<file path="config.mk">
export PLATFORM = sky130hd
export DESIGN_NAME = cp0_unit
export DESIGN_NICKNAME = d
export VERILOG_FILES = /design/src/rtl/cp0_pkg.sv /design/src/rtl/cp0_unit.sv
export SDC_FILE = /design/constraint.sdc
export NUM_CORES = 1
export LEC_CHECK = 0
export ABC_AREA = 1
export CAP_MARGIN = 20
export CORE_MARGIN = 3
export CORE_UTILIZATION = 25
export CTS_BUF_LIST = sky130_fd_sc_hd__clkbuf_16
export DETAILED_ROUTE_END_ITERATION = 8
export GPL_TIMING_DRIVEN = 0
export PLACE_DENSITY = 0.56
export SYNTH_ARGS = -nofsm -noshare
export SYNTH_HDL_FRONTEND = slang
export SYNTH_SLANG_ARGS = --single-unit
</file>
<file path="constraint.sdc">
create_clock -name clk -period 1.95 [get_ports clk]
set_input_delay 0.195 -clock clk [delete_from_list [all_inputs] [get_ports clk]]
set_output_delay 0.195 -clock clk [all_outputs]
set_load 0.01 [all_outputs]
</file>
<file path="src/rtl/cp0_pkg.sv">
// Shared CP0 definitions: register numbers, field positions, exception codes
// and helpers that pack the architectural SR/Cause words.
package cp0_pkg;

  localparam logic [4:0] REG_SR    = 5'd12;
  localparam logic [4:0] REG_CAUSE = 5'd13;
  localparam logic [4:0] REG_EPC   = 5'd14;
  localparam logic [4:0] REG_PRID  = 5'd15;

  localparam int IM_HI  = 15;
  localparam int IM_LO  = 10;
  localparam int EXL    = 1;
  localparam int IE     = 0;
  localparam int BD     = 31;
  localparam int IP_HI  = 15;
  localparam int IP_LO  = 10;
  localparam int EXC_HI = 6;
  localparam int EXC_LO = 2;

  typedef enum logic [4:0] {
    EXC_INT     = 5'd0,
    EXC_ADEL    = 5'd4,
    EXC_ADES    = 5'd5,
    EXC_SYSCALL = 5'd8,
    EXC_RI      = 5'd10,
    EXC_OV      = 5'd12
  } exc_code_e;

  function automatic logic [31:0] pack_sr(input logic [5:0] im, input logic exl,
                                          input logic ie);
    logic [31:0] w;
    w               = 32'h0000_0000;
    w[IM_HI:IM_LO]  = im;
    w[EXL]          = exl;
    w[IE]           = ie;
    return w;
  endfunction

  function automatic logic [31:0] pack_cause(input logic bd, input logic [5:0] ip,
                                             input logic [4:0] exc);
    logic [31:0] w;
    w                 = 32'h0000_0000;
    w[BD]             = bd;
    w[IP_HI:IP_LO]    = ip;
    w[EXC_HI:EXC_LO]  = exc;
    return w;
  endfunction

endpackage

</file>
<file path="src/rtl/cp0_unit.sv">
// Coprocessor-0: exception/interrupt capture beside the M stage, SR/Cause/EPC
// state, mfc0/mtc0 access and the eret target.
module cp0_unit
  import cp0_pkg::*;
#(
  parameter logic [31:0] PRID_VALUE = 32'h0000_0000
) (
  input  logic        clk,
  input  logic        reset,
  input  logic        we,
  input  logic [4:0]  addr,
  input  logic [31:0] wdata,
  input  logic [31:0] pc_in,
  input  logic        bd_in,
  input  logic [4:0]  exc_code_in,
  input  logic        eret,
  input  logic [5:0]  hw_int,
  output logic [31:0] rdata,
  output logic [31:0] epc_out,
  output logic        int_req
);

  logic [5:0]  r_sr_im;
  logic        r_sr_exl;
  logic        r_sr_ie;
  logic        r_cause_bd;
  logic [5:0]  r_cause_ip;
  logic [4:0]  r_cause_exc;
  logic [31:0] r_epc;

  logic        w_irq;
  logic        w_exc;
  logic        w_take;

  // Interrupt has priority over a synchronous exception in the same cycle.
  assign w_irq  = (|(hw_int & r_sr_im)) & r_sr_ie & ~r_sr_exl;
  assign w_exc  = (exc_code_in != 5'd0) & ~r_sr_exl;
  assign w_take = ~reset & (w_irq | w_exc);

  assign int_req = w_take;
  assign epc_out = r_epc;

  // CP0 state update: exception capture, mtc0 writes and eret.
  always_ff @(posedge clk) begin
    if (reset) begin
      r_sr_im     <= 6'd0;
      r_sr_exl    <= 1'b0;
      r_sr_ie     <= 1'b0;
      r_cause_bd  <= 1'b0;
      r_cause_ip  <= 6'd0;
      r_cause_exc <= 5'd0;
      r_epc       <= 32'h0000_0000;
    end else begin
      r_cause_ip <= hw_int;
      if (w_take) begin
        r_sr_exl    <= 1'b1;
        r_cause_bd  <= bd_in;
        r_cause_exc <= w_irq ? EXC_INT : exc_code_in;
        r_epc       <= bd_in ? (pc_in - 32'd4) : pc_in;
      end else begin
        if (we) begin
          case (addr)
            REG_SR: begin
              r_sr_im  <= wdata[IM_HI:IM_LO];
              r_sr_exl <= wdata[EXL];
              r_sr_ie  <= wdata[IE];
            end
            REG_EPC: r_epc <= wdata;
            default: ;
          endcase
        end
        // Placed after the write so eret's EXL clear overrides an mtc0 to SR.
        if (eret) begin
          r_sr_exl <= 1'b0;
        end
      end
    end
  end

  // mfc0 read mux.
  always_comb begin
    rdata = 32'h0000_0000;
    case (addr)
      REG_SR:    rdata = pack_sr(r_sr_im, r_sr_exl, r_sr_ie);
      REG_CAUSE: rdata = pack_cause(r_cause_bd, r_cause_ip, r_cause_exc);
      REG_EPC:   rdata = r_epc;
      REG_PRID:  rdata = PRID_VALUE;
      default:   rdata = 32'h0000_0000;
    endcase
  end

endmodule

</file>
==> flow_metrics.env, run 1 <==
# physical design summary
export IMPL_status="completed"
export IMPL_fp_utilization_pct=25.9
export IMPL_seq_cell_count=52
export IMPL_peakVddDrop_v=0.000377
export IMPL_reg2reg_depth=8
export IMPL_mux_share_pct=0
export IMPL_num_vias=4284
export IMPL_core_area_sq_um=13400
export IMPL_io_buffer_count=147
export IMPL_ys_types=36
export IMPL_busiest_layer="met2"
export IMPL_r2r_slack_ns=0.20
export IMPL_drcViolationCount=0
export IMPL_p_leak_uw=0.00233
export IMPL_grtUsageMet1_pct=24.5
export IMPL_syn2layout_area_growth_pct=58.3
export IMPL_combPwrFrac_pct=27.1
export IMPL_wl_met2_mm=6.79
export IMPL_placed_cell_area_sq_um=5160
export IMPL_routabilityCongestion=0.847
export IMPL_fin_util_pct=41.0
export IMPL_layout_top_cell="nand2_1"
export IMPL_cts_sinks=52
export IMPL_nNonClkInverters=78
export IMPL_p_clk_uw=964
export IMPL_comb_cells=440
export IMPL_largestPowerGroup="sequential cells"
export IMPL_use_met2_pct=32.0
export IMPL_compound_area_share_pct=14.7
export IMPL_yosys_warnings=0
export IMPL_common_cells="nand2_1, nor2_1, inv_1"
export IMPL_power_internal_uw=2130
export IMPL_met3_usage_pct=2.59
export IMPL_cts_buffer_depth=2
export IMPL_ios=150
export IMPL_ff_type="dfxtp_1"
export IMPL_grt_total_usage_pct=18.5
export IMPL_synth_edff_count=0
export IMPL_yosys_area_sq_um=3470
export IMPL_yosys_top_cells_area="dfxtp_1, nand2_1, nor2_1"
export IMPL_yosys_stat_cells=591
export IMPL_fillers=1472
export IMPL_logic_area_sq_um=2120
export IMPL_p_switching_uw=841
export IMPL_cpMaxStageDelayCell="clkdlybuf4s50_1"
export IMPL_grt_pass1_wl_mm=21.9
export IMPL_post_route_min_period_ns=1.89
export IMPL_wl_mm=14.3
export IMPL_drt_iter0_drc=259
export IMPL_crit_chain="clkdlybuf4s50_1, or2_1, nor3_2, a21boi_4, buf_6, dlygate4sd2_1"
[run 1: through the flow]
stage	instances	hold slack (ns)	setup WS, ns
finish	930	0.310	0.0562
global route	930	0.333	-0.0141
CTS	924	0.308	-0.00763
detailed placement	914	0.459	-0.703
global placement	914	0.446	-0.715
floorplan	591	0.302	0.563
[run 1: timing repair]
action,in CTS,in global routing
hold buffers,0,0
endpoints found under the hold margin,0,0
gates cloned,0,0
setup endpoints to repair,36,50
pin swaps,2,5
gates resized,74,26
setup buffers,4,6
[run 1: critical path, delay by kind of cell]
family	cells	cell delay, ns
buf+inv	3	0.87
simple gates	2	0.52
compound gates	1	0.11
[run 1: state kept, by name, summed over array words and instances, names as in the netlist]
name	count
r_sr_im	6
epc_out	32
r_cause_ip	6
r_cause_bd	1
r_sr_ie	1
r_cause_exc	5
r_sr_exl	1
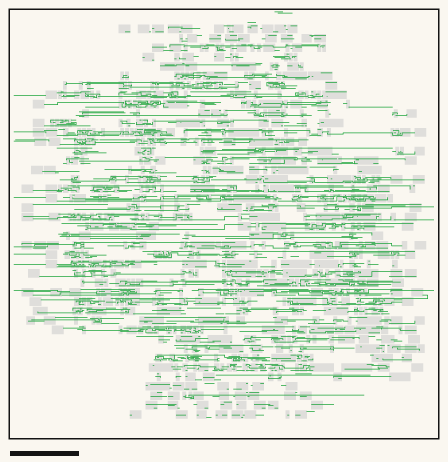
(run_1/layer_met1.png)
Bar = 20 um.
wire length on this layer	6,370 um
longest straight run	52.9 um
nets with wire on the layer	754

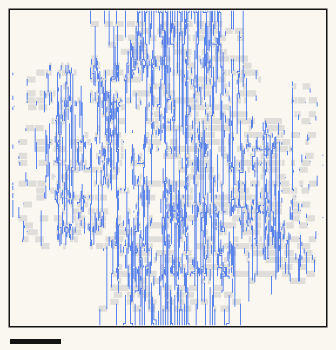
(run_1/layer_met2.png)
Bar = 20 um.
main direction	vertical
wire length on this layer	6,790 um
nets with wire on the layer	655
longest straight run	53.5 um
share of all routed wire	47%

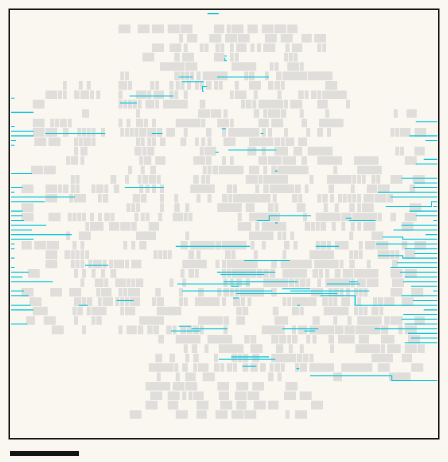
(run_1/layer_met3.png)
Bar = 20 um.
nets with wire on the layer	110
main direction	horizontal
longest straight run	29.0 um
share of all routed wire	6.9%

==> run 1 -> run 2 <==
--- a/config.mk
+++ b/config.mk
@@ -6,7 +6,6 @@
 export NUM_CORES = 1
 export LEC_CHECK = 0
 export ABC_AREA = 1
-export CAP_MARGIN = 20
 export CORE_MARGIN = 3
 export CORE_UTILIZATION = 25
 export CTS_BUF_LIST = sky130_fd_sc_hd__clkbuf_16
==> constraint.sdc (replaced) <==
create_clock -name clk -period 2.2 [get_ports clk]
set_input_delay 0.22 -clock clk [delete_from_list [all_inputs] [get_ports clk]]
set_output_delay 0.22 -clock clk [all_outputs]
set_load 0.01 [all_outputs]
==> flow_metrics.env, run 2 <==
# physical design summary
export IMPL_status="completed"
export IMPL_fp_utilization_pct=25.9
export IMPL_synth_edff_count=0
export IMPL_met3_usage_pct=2.18
export IMPL_io_buffer_count=147
export IMPL_cts_sinks=52
export IMPL_wl_mm=14.5
export IMPL_wl_met2_mm=6.97
export IMPL_fin_cells=926
export IMPL_fillers=1458
export IMPL_r2r_slack_ns=0.45
export IMPL_p_leak_uw=0.00263
export IMPL_drt_iter0_drc=238
export IMPL_num_vias=4216
export IMPL_compound_area_share_pct=14.7
export IMPL_layout_top_cell="nand2_1"
export IMPL_mux_share_pct=0
export IMPL_ff_type="dfxtp_1"
export IMPL_fin_util_pct=41.2
export IMPL_yosys_top_cells_area="dfxtp_1, nand2_1, nor2_1"
export IMPL_grtUsageMet1_pct=25.0
export IMPL_p_clk_uw=854
export IMPL_hold_buffers=0
export IMPL_combPwrFrac_pct=26.9
export IMPL_dp_slack_ns=-0.503
export IMPL_yosys_stat_cells=591
export IMPL_largestPowerGroup="sequential cells"
export IMPL_syn2layout_area_growth_pct=59.1
export IMPL_peakVddDrop_v=0.000365
export IMPL_busiest_layer="met2"
export IMPL_place_inst=914
-- run 2: worst max-delay path, cell delays in order --
cell and delay, ns:
clkdlybuf4s50_1 0.45, nand2_1 0.11, nor2_2 0.17, nand3_4 0.09, buf_2 0.18, buf_4 0.15, buf_6 0.13, nor2_1 0.08
dlygate4sd2_1 0.30
-- run 2: layout make-up --
cell class,count,area share (%)
plain buffers,20,2.65
multi-input cells,440,37.7
clock inverters,1,0.544
flip-flops and latches,52,18.9
well taps,176,3.99
inverters,78,5.42
repair buffers,154,28.5
clock buffers,5,2.27
-- run 2: what timing repair did --
action                                  in CTS  in global routing
endpoints found under the setup margin      33                 28
resized                                     31                 35
setup buffers                                2                  4
pin swaps                                    1                  0
gates cloned                                 0                  1
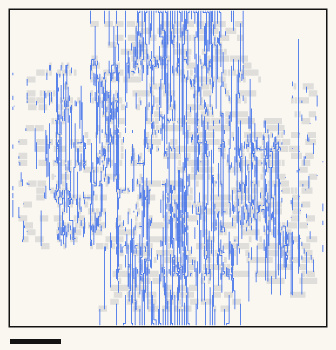
(run_2/layer_met2.png)
Bar = 20 um.
share of all routed wire	48%
longest straight run	91.8 um
wire length on this layer	6,970 um
main direction	vertical

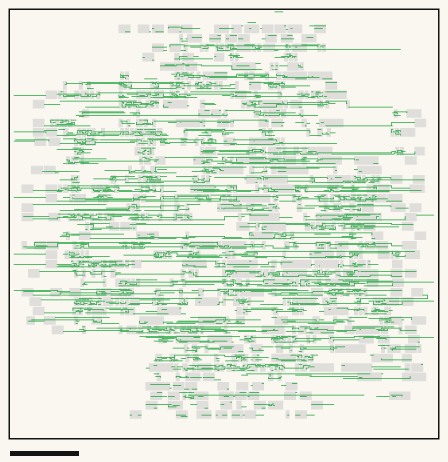
(run_2/layer_met1.png)
Bar = 20 um.
wire length on this layer	6,500 um
nets with wire on the layer	751
main direction	horizontal

